## src/rtl/rs_slot_alloc_pkg.sv

```systemverilog
// Shared sizing and typedefs for the reservation-station slot allocator.
package rs_slot_alloc_pkg;

    localparam int RS_SIZE = 8;

    typedef logic [$clog2(RS_SIZE)-1:0] rs_idx_t;
    typedef logic [RS_SIZE-1:0]         rs_oh_t;

endpackage

```

## src/rtl/rs_slot_alloc_dec.sv

```systemverilog
// Binary-to-one-hot decoder for RS entries; in_range flags indices below N.
module binary_to_onehot_RS
    import rs_slot_alloc_pkg::*;
#(
    parameter int N = RS_SIZE
) (
    input  logic [$clog2(N)-1:0] bin,
    output logic [N-1:0]         oh,
    output logic                 in_range
);

    localparam int IW = $clog2(N);

    always_comb begin
        oh = '0;
        for (int i = 0; i < N; i++) begin
            oh[i] = (bin == IW'(i));
        end
    end

    // Widened so the compare stays meaningful when N is a power of two.
    assign in_range = ({1'b0, bin} < (IW + 1)'(N));

endmodule

```

## src/rtl/rs_slot_alloc.sv

```systemverilog
// RS slot allocator: grants the lowest free entry each cycle and decodes issue frees.
module rs_slot_alloc
    import rs_slot_alloc_pkg::*;
#(
    parameter int N = RS_SIZE
) (
    input  logic                   clock,
    input  logic                   reset,
    input  logic                   squash,
    input  logic                   alloc_req,
    input  logic                   free_valid,
    input  logic [$clog2(N)-1:0]   free_idx,
    output logic                   alloc_gnt,
    output logic [N-1:0]           alloc_oh,
    output logic [$clog2(N)-1:0]   alloc_idx,
    output logic [N-1:0]           busy,
    output logic [$clog2(N+1)-1:0] free_count,
    output logic                   full,
    output logic                   empty,
    output logic                   free_err
);

    localparam int IW = $clog2(N);
    localparam int CW = $clog2(N + 1);

    logic [IW-1:0] pick_idx;
    logic          pick_found;
    logic [N-1:0]  alloc_dec;
    logic          alloc_in_range;
    logic [N-1:0]  free_dec;
    logic          free_in_range;
    logic          free_legal;
    logic [N-1:0]  free_oh;
    logic [N-1:0]  busy_nxt;
    logic [CW-1:0] count_nxt;

    // Priority pick: scanning downward leaves the lowest free index last written.
    always_comb begin
        pick_idx   = '0;
        pick_found = 1'b0;
        for (int i = N - 1; i >= 0; i--) begin
            if (!busy[i]) begin
                pick_idx   = IW'(i);
                pick_found = 1'b1;
            end
        end
    end

    assign alloc_gnt = alloc_req & ~full & ~squash & pick_found;
    assign alloc_idx = alloc_gnt ? pick_idx : '0;

    binary_to_onehot_RS #(.N(N)) u_alloc_dec (
        .bin      (alloc_idx),
        .oh       (alloc_dec),
        .in_range (alloc_in_range)
    );

    assign alloc_oh = (alloc_gnt && alloc_in_range) ? alloc_dec : '0;

    binary_to_onehot_RS #(.N(N)) u_free_dec (
        .bin      (free_idx),
        .oh       (free_dec),
        .in_range (free_in_range)
    );

    // A free only counts when it names a real, currently occupied entry.
    assign free_legal = free_valid & free_in_range & (|(free_dec & busy));
    assign free_oh    = free_legal ? free_dec : '0;
    assign free_err   = free_valid & ~squash & ~free_legal;

    // Alloc targets a non-busy entry and a legal free a busy one, so they never collide.
    assign busy_nxt  = (busy & ~free_oh) | alloc_oh;
    assign count_nxt = free_count + CW'(free_legal) - CW'(alloc_gnt);

    always_ff @(posedge clock) begin
        if (reset || squash) begin
            busy       <= '0;
            free_count <= CW'(N);
            full       <= 1'b0;
            empty      <= 1'b1;
        end else begin
            busy       <= busy_nxt;
            free_count <= count_nxt;
            full       <= (count_nxt == '0);
            empty      <= (count_nxt == CW'(N));
        end
    end

    count_matches_busy: assert property (
        @(posedge clock) disable iff (reset)
        free_count == CW'(N - $countones(busy))
    );

endmodule

```

## config.mk

```make
export PLATFORM = sky130hd
export DESIGN_NAME = rs_slot_alloc
export DESIGN_NICKNAME = d
export VERILOG_FILES = /design/src/rtl/rs_slot_alloc_pkg.sv /design/src/rtl/rs_slot_alloc_dec.sv /design/src/rtl/rs_slot_alloc.sv
export SDC_FILE = /design/constraint.sdc
export NUM_CORES = 1
export LEC_CHECK = 0
export CORE_MARGIN = 4
export CORE_UTILIZATION = 44
export CTS_CLUSTER_SIZE = 10
export DETAILED_ROUTE_END_ITERATION = 16
export GPL_TIMING_DRIVEN = 0
export PLACE_DENSITY = 0.79
export SYNTH_ARGS = -nofsm -noshare
export SYNTH_HDL_FRONTEND = slang
export SYNTH_HIERARCHICAL = 1
export SYNTH_SLANG_ARGS = --single-unit
```

## constraint.sdc

```tcl
create_clock -name clock -period 3 [get_ports clock]
set_input_delay 0.6 -clock clock [delete_from_list [all_inputs] [get_ports clock]]
set_output_delay 0.6 -clock clock [all_outputs]
set_load 0.02 [all_outputs]
```

==> run_1/placement.png <==
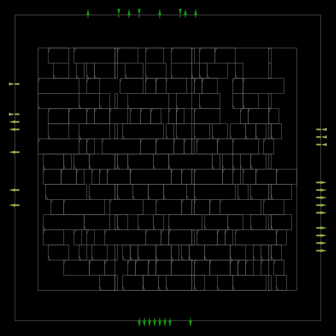
core area: 2022 um2
Tap Count: 27
num rows: 16

==> run_1/metal_density.png <==
Scale bar: 20 um. 11 x 11 tiles, from black (low) to pale yellow (high), scaled to the fullest tile. Values are wire area over tile area, all layers added.
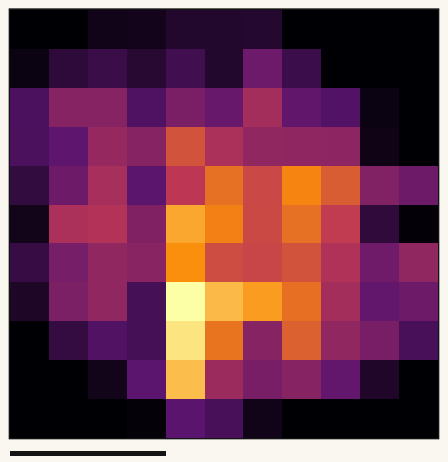
emptiest ninth of the die = upper right
densest ninth of the die = centre
nearly empty tiles = 20%
tiles over half the peak = 18%
Avg WL per Cell: 14.76 um
GR Util All Layers: 0.2302

==> run_1/wires.png <==
Scale bar: 20 um. Only two layers are drawn.
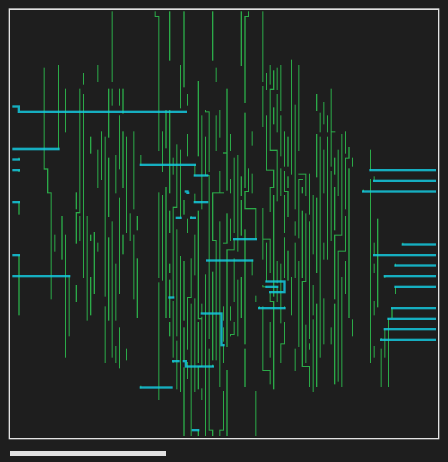
cyan -> metal 3  # wire length 163 um
green -> metal 2  # wire length 1640 um
DR vias: 1087
Routed Wire Length: 3085 um

[run 1: cells in the mapped netlist, drive strengths merged, types with 2 or more instances]
master and instances:
a21boi 2, a21oi 12, a22oi 4, and3 2, and3b 7, and4 2
buf 3, conb 2, dfxtp 14, ha 4, inv 23, nand2 13
nor2 5, nor3 2, nor3b 7, o21ai 10
[run 1: power by group through the flow]
stage	clock network [uW]	registers [uW]	logic, uW
final	139	197	99.0
after global routing	150	198	108
after CTS	142	197	96.4
after detailed placement	0	201	93.4
after global placement	0	201	90.7
after floorplan	0	210	45.3
[run 1: worst max-delay path, cell delays in order]
cell and delay [ns]:
dlygate4sd2_1 0.26, or3b_4 0.44, a21oi_4 0.17, nand2_4 0.10, nor2_4 0.15, buf_4 0.13, and3b_2 0.16, nand2_1 0.08
inv_1 0.07, clkbuf_2 0.16
==> out/qor.csv, run 1 <==
metric,value,unit
outcome,completed,
Largest regs,"busy (8), free_count (4)",
Seq area share,0.1801,
Combinational Power Share,0.227,
worst setup path endpoint,alloc_oh[6],
DR pass1 iterations,4,
cts-stage hold buffer count,0,
final period utilization,0.9736,
GR Util met1,0.2533,
Fin Hold WS,0.5573,ns
Placement Cell Area,1356,um2
Clock Latency Late Sink,0.29,ns
Post-synth regs,14,
post-synthesis compound-gate area fraction,0.2186,
Synth Area in Simple Gates,0.2794,
MI comb area,675.6,um2
# Cells Yosys,126,
clk sinks,14,
Worst Reg2Reg Path Length in Cells,11,
crit path capture type,primary output,
Final Setup Violations,0,
Power Internal,313.6,uW
hold path depth,2,
dominant register cell,dfxtp_1,
RR Endpoint,empty,
RR Startpoint,busy[4],
P_leak,0.0007535,uW
largest net degree at the start of global routing,11,
WP data required,2.40,ns
syn nets,139,
Final Wtd Congestion,0.7441,
Mux area share,0,
Top reg by flops,busy,
io pins,35,
"Arr. time, crit path",2.32,ns
filler instances,144,
cts repair resizes,42,
met2 routed WL,1638,um
Final Slew Violations,0,
crit-path max FO,7,
Post-Syn Instances,126,
xor/xnor share,0.01811,
async set or reset register ratio after synthesis,0,
Crit Path Category,in -> out,
P&R area growth vs syn,61.58,%
Log Warnings,26,
non-filler instance count after layout,209,
most frequent cells in the layout,"inv_1, buf_4, clkdlybuf4s50_1, dfxtp_1, nand2_1",
YS chip area,967.2,um2
post-layout util,0.7729,
largest family of logic cells by area,simple AND/OR/NAND/NOR gates,
Sum Neg Setup Slack,0,ns
pre-CTS setup slack,-0.6690,ns
Root Driver,clkbuf_4,
GR Overflow Total,0,
--- run 2 (diff from run 1) ---
- REMOVE_ABC_BUFFERS: default -> 1
- SKIP_LAST_GASP: default -> 1
==> run 2 against run 1 <==
Sequential cell count unchanged. First-iteration DRC count down 26%. Sequential power is essentially flat. Clock power is essentially flat. Non-clock buffer count decreased by 14. Setup slack worse by 0.022 ns. Combinational power barely moved. Fmax down 0.75%. Final area decreased by 5.3%. Power increased by 0.85%. Global-route usage is 0.80 points lower. Die size did not move.
==> out/qor.csv, run 2 <==
metric,value,unit,change
RR Endpoint,empty,,unchanged
filler instances,165,,was 144
Final Wtd Congestion,0.8647,,was 0.7441
Largest regs,"busy (8), free_count (4)",,unchanged
Clock Latency Late Sink,0.29,ns,about the same
Log Warnings,26,,unchanged
comb pwr,99.1,uW,was 99.0 uW
final period utilization,0.9810,,was 0.9736
non-filler instance count after layout,196,,was 209
largest net degree at the start of global routing,12,,was 11
clk pwr,142,uW,was 139 uW
outcome,completed,,unchanged
GR Overflow Total,0,,unchanged
cts repair resizes,46,,was 42
"delay-heaviest family, CP",simple AND/OR/NAND/NOR gates,,unchanged
crit path capture type,primary output,,unchanged
Crit Path Category,in -> out,,unchanged
crit-path cells,dlygate4sd2_1 > or3b_4 > a21oi_4 > nand2_4 > a21oi_4 > and3b_2 > nand2_1 > inv_1 > clkdlybuf4s15_2,,was dlygate4sd2_1 > or3b_4 > a21oi_4 > nand2_4 > nor2_4 > buf_4 > and3b_2 > nand2_1 > inv_1 > clkbuf_2
Crit path depth,9,,was 10
Top reg by flops,busy,,unchanged
P_leak,0.0006706,uW,was 0.0007535 uW
core area,2022,um2,unchanged
clk sinks,14,,unchanged
Final Setup Violations,0,,unchanged
hold path depth,2,,unchanged
Buf/Inv on CP,3,,was 4
DR pass1 iterations,4,,unchanged
"top cells by count, synth","inv_1, dfxtp_1, nand2_1",,unchanged
post-layout util,0.7321,,was 0.7729
Post-synth regs,14,,unchanged
async set or reset register ratio after synthesis,0,,unchanged
Combinational Power Share,0.226,,was 0.227
MI comb area,680.7,um2,was 675.6 um2
num rows,16,,unchanged
Sum Neg Setup Slack,0,ns,unchanged
Routed Wire Length,2957,um,was 3085 um
Largest Pwr Group,sequential cells,,unchanged
crit-path max FO,5,,was 7
io pins,35,,unchanged
Synth top cell by count,inv_1,,unchanged
P&R area growth vs syn,53.04,%,was 61.58%
Post-Syn Instances,126,,unchanged
Root Driver,clkbuf_4,,unchanged
crit path max-delay cell type,or3b_4,,unchanged
Seq power,198,uW,was 197 uW
worst setup path endpoint,alloc_oh[5],,was alloc_oh[6]
CP dominant cell by count,a21oi_4,,
# Cells Yosys,126,,unchanged
Final Slew Violations,0,,unchanged
WP data required,2.40,ns,about the same
[run 2: cell counts after synthesis]
Identical to the previous run, type by type.
[run 2: logic make-up after synthesis]
logic type               count (synthesis)  share of synthesized area
buffers and inverters                   27                     0.1138
AND/OR/NAND/NOR                         43                     0.2795
adder cells (fa/ha/maj)                  5                    0.07245
flip-flops                              14                     0.2898
AND-OR/OR-AND                           33                     0.2186
other                                    2                   0.007765
XOR/XNOR                                 2                    0.01811
[run 2: layout make-up]
| class | instances | share of cell area |
|---|---|---|
| Multi-Input combinational cell | 87 | 0.4598 |
| Timing Repair Buffer | 41 | 0.2451 |
| Sequential cell | 14 | 0.1893 |
| Inverter | 23 | 0.05833 |
| Clock buffer | 4 | 0.02451 |
| Tap cell | 27 | 0.02282 |
==> run_2/metal_density.png <==
Scale bar: 20 um. 11 x 11 tiles, from black (low) to pale yellow (high), scaled to the fullest tile. Values are wire area over tile area, all layers added.
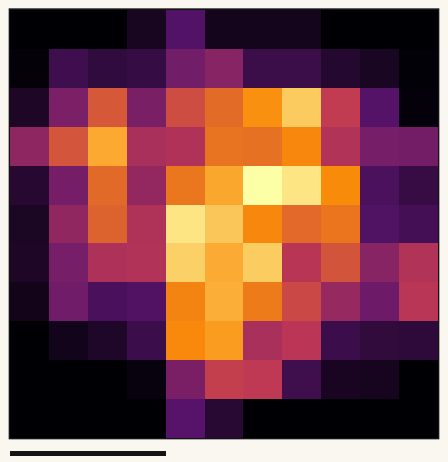
densest ninth of the die = centre
nearly empty tiles = 19%
fullest tile = 0.47
Avg WL per Cell: 15.09 um
GR Util All Layers: 0.2222
DR vias: 1053

Power figures rest on the tool's default switching activity, not on a simulated workload.
